--- src/rtl/alu_result_fifo.sv ---
// rtl/alu_result_fifo.sv - ALU result output FIFO with valid/ready head, zero flag and occupancy
// Optional macro ILLEGAL_TRAP_EN: drop accepted beats carrying reserved opcode 3'h6 and pulse illegal_op.
module alu_result_fifo #(
    parameter int DEPTH = 4,
    parameter int AW    = 2
) (
    input  logic          clk,
    input  logic          rst_n,
    input  logic          in_valid,
    output logic          in_ready,
    input  logic [2:0]    opcode,
    input  logic [3:0]    final_result,
    output logic          out_valid,
    input  logic          out_ready,
    output logic [3:0]    out_data,
    output logic [2:0]    out_opcode,
    output logic          out_zero,
    output logic [AW:0]   count,
    output logic          illegal_op
);
    localparam logic [AW:0] FULL_COUNT = (AW+1)'(DEPTH);

    logic [6:0]    mem [DEPTH];
    logic [AW-1:0] wr_ptr;
    logic [AW-1:0] rd_ptr;
    logic [6:0]    head;
    logic          accept;
    logic          drop;
    logic          push;
    logic          pop;

    // Handshake flags come only from the registered count, never from out_ready.
    assign in_ready  = (count != FULL_COUNT);
    assign out_valid = (count != '0);
    assign accept    = in_valid & in_ready;
    assign pop       = out_valid & out_ready;
    assign push      = accept & ~drop;

`ifdef ILLEGAL_TRAP_EN
    localparam logic [2:0] RESERVED_OP = 3'h6;

    assign drop = accept & (opcode == RESERVED_OP);

    always_ff @(posedge clk or negedge rst_n) begin
        if (!rst_n) begin
            illegal_op <= 1'b0;
        end else begin
            illegal_op <= drop;
        end
    end
`else
    assign drop       = 1'b0;
    assign illegal_op = 1'b0;
`endif

    // Storage is deliberately left out of reset; empty-state outputs are masked instead.
    always_ff @(posedge clk) begin
        if (push) begin
            mem[wr_ptr] <= {opcode, final_result};
        end
    end

    always_ff @(posedge clk or negedge rst_n) begin
        if (!rst_n) begin
            wr_ptr <= '0;
            rd_ptr <= '0;
            count  <= '0;
        end else begin
            if (push) begin
                wr_ptr <= wr_ptr + AW'(1);
            end
            if (pop) begin
                rd_ptr <= rd_ptr + AW'(1);
            end
            case ({push, pop})
                2'b10:   count <= count + (AW+1)'(1);
                2'b01:   count <= count - (AW+1)'(1);
                default: count <= count;
            endcase
        end
    end

    assign head       = mem[rd_ptr];
    assign out_data   = out_valid ? head[3:0] : 4'h0;
    assign out_opcode = out_valid ? head[6:4] : 3'h0;
    assign out_zero   = out_valid & (head[3:0] == 4'h0);

endmodule

--- config.mk ---
export PLATFORM = sky130hd
export DESIGN_NAME = alu_result_fifo
export DESIGN_NICKNAME = d
export VERILOG_FILES = /design/src/rtl/alu_result_fifo.sv
export SDC_FILE = /design/constraint.sdc
export NUM_CORES = 1
export LEC_CHECK = 0
export CAP_MARGIN = 0
export CORE_MARGIN = 2
export CORE_UTILIZATION = 30
export CTS_CLUSTER_SIZE = 12
export DETAILED_ROUTE_END_ITERATION = 10
export GPL_ROUTABILITY_DRIVEN = 0
export GPL_TIMING_DRIVEN = 0
export PLACE_DENSITY_LB_ADDON = 0.05
export SYNTH_ARGS = -nofsm -noshare
export SYNTH_HDL_FRONTEND = slang
export SYNTH_SLANG_ARGS = --single-unit
--- constraint.sdc ---
create_clock -name clk -period 1.99 [get_ports clk]
set_input_delay 0.398 -clock clk [delete_from_list [all_inputs] [get_ports clk]]
set_output_delay 0.398 -clock clk [all_outputs]
set_load 0.03 [all_outputs]
**Placement by cell class**

Drawn at 6 px/um.
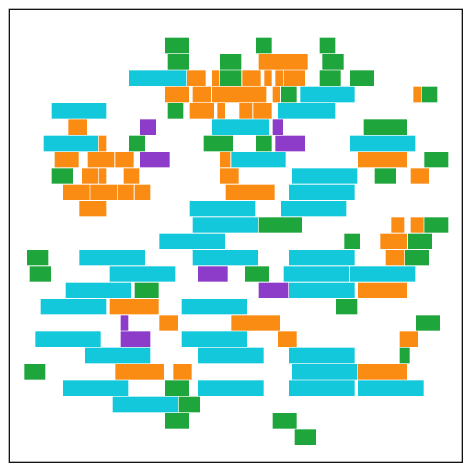
| class | colour | cells |
|---|---|---|
| other buffers and delay cells | green | 37 |
| flip-flops | cyan | 35 |
| clock drivers and dummy loads | purple | 8 |
| all other logic | orange | 47 |
utilization of the core after routing: 0.432
final instance area: 2080 um2

==> notes.md <==
Notes on the physical implementation.

- Per the post-run analysis, buffers plus inverters along the critical path come to 5.
- The worst hold path belongs to the class input pin to async pin.
- In this run the number of H-tree levels came out at 2.
- The number of cells in Yosys stat is 86, for reference.
- The critical path endpoint category is an output pin, for reference.
- The power density of the placed cells is 1660 nW/um2, for reference.
- Wire segments on met3 add up to 136 um in the final route.
- The final antenna-violating net count is 0, for reference.
- The post-synth net total is 103, for reference.
- The timing report shows the most common cell along the critical path to be buf_6.
- The share of total power in combinational logic is 0.535, for reference.
- The number of logic gates is 41, for reference.
- The non-clock inverters instantiated in the layout total 6.
- In the Yosys stats the netlist draws on 23 distinct library cells.
- The number of ordinary and repair buffers in the finished layout is 37, for reference.
- The most frequently used flop master after synthesis is edfxtp_1, for reference.
- The global router reports that the layer with the highest usage is met2.
- The setup slack of the critical path after layout is -0.218 ns, for reference.
- After clock tree synthesis, the clock-pin slew on the worst setup and hold paths is 0.06 ns.
- Once placement finished, the instance area stood at 1860 um2.
- The finished layout holds 194 standard cells, fillers aside.
- The fraction of synthesized cell area taken by the top area cell type is 0.552, for reference.
- Looking at the clock tree report, the root buffer type is clkbuf_8.
- The total number of placement rows is 25, for reference.
- During synthesis, Yosys emitted a total of 0 warnings.
- The initial cell density of the core is 0.316, for reference.
- Once placement completed, the tool counted placed cells totaling 176.
- The global routing met1 resource utilization is 0.151, for reference.
- Per the final report, the share of cell area in clock cells is 0.0409.
- The post-route clock skew is 0.00783 ns, for reference.
- The maximum ir drop on the vdd rail is 0.000535 V, for reference.
- The total number of nets in the final design is 143, for reference.
- Adding up every negative setup slack in the final design gives -0.868 ns.
- The number of post-CTS setup repair buffers is 8, for reference.
- The internal power is 2240 uW, for reference.
- The highest metal layer used by the detailed router is met4, for reference.
- The tally of OpenROAD warnings is 32, for reference.
- The data required time at the worst endpoint is 1.59 ns, for reference.
- The most popular library cell in the synthesized design by count is edfxtp_1, for reference.
- The global routing report lists met2 layer usage as 0.178.
- Of the total power, the share spent switching nets is 0.354.
- The critical path depth is 7, for reference.
- Per the synthesis report, the AND-OR/OR-AND share of the synthesized area is 0.
- The data arrival time at the worst-slack endpoint is 1.81 ns, for reference.
- The run finished, with violations left.
- The top achievable clock speed is 453 MHz, for reference.
- The final reports fail on negative setup slack.
- The number of setup violations in the final report is 6, for reference.
- The classification of the worst setup path is flip-flop to output pin, for reference.
- Entering global routing, the biggest net connects 12 pins.
- The DRC violation total after the first TritonRoute iteration is 29, for reference.
- TritonCTS built the clock tree.
- The initial antenna violation count was 0.
- The number of remaining DRC errors is 0, for reference.
- The maximum fanout along the worst path is 4, for reference.
- Setup slack on the worst path after placement came out at -0.629 ns.
- The core outline area is 4820 um2, for reference.
- For reference, the top cells by count after synthesis are edfxtp_1 (28), and2_1 (8), dfrtp_1 (7).
- The count of pins on the block boundary is 25, for reference.
- The script logs the ratio of routed vias to standard cells as 4.32.
**M3 wires**

Drawn at 4 px/um. Cells faint in the background.
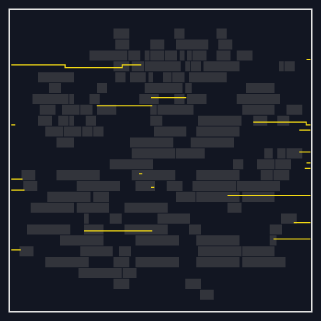
wire length on this layer: 137 um
longest straight run: 20.5 um
main direction: horizontal
final WL: 2790 um
global-route track usage on met3: 0.0482
Via Count: 839

Power and IR drop assume default switching activity.
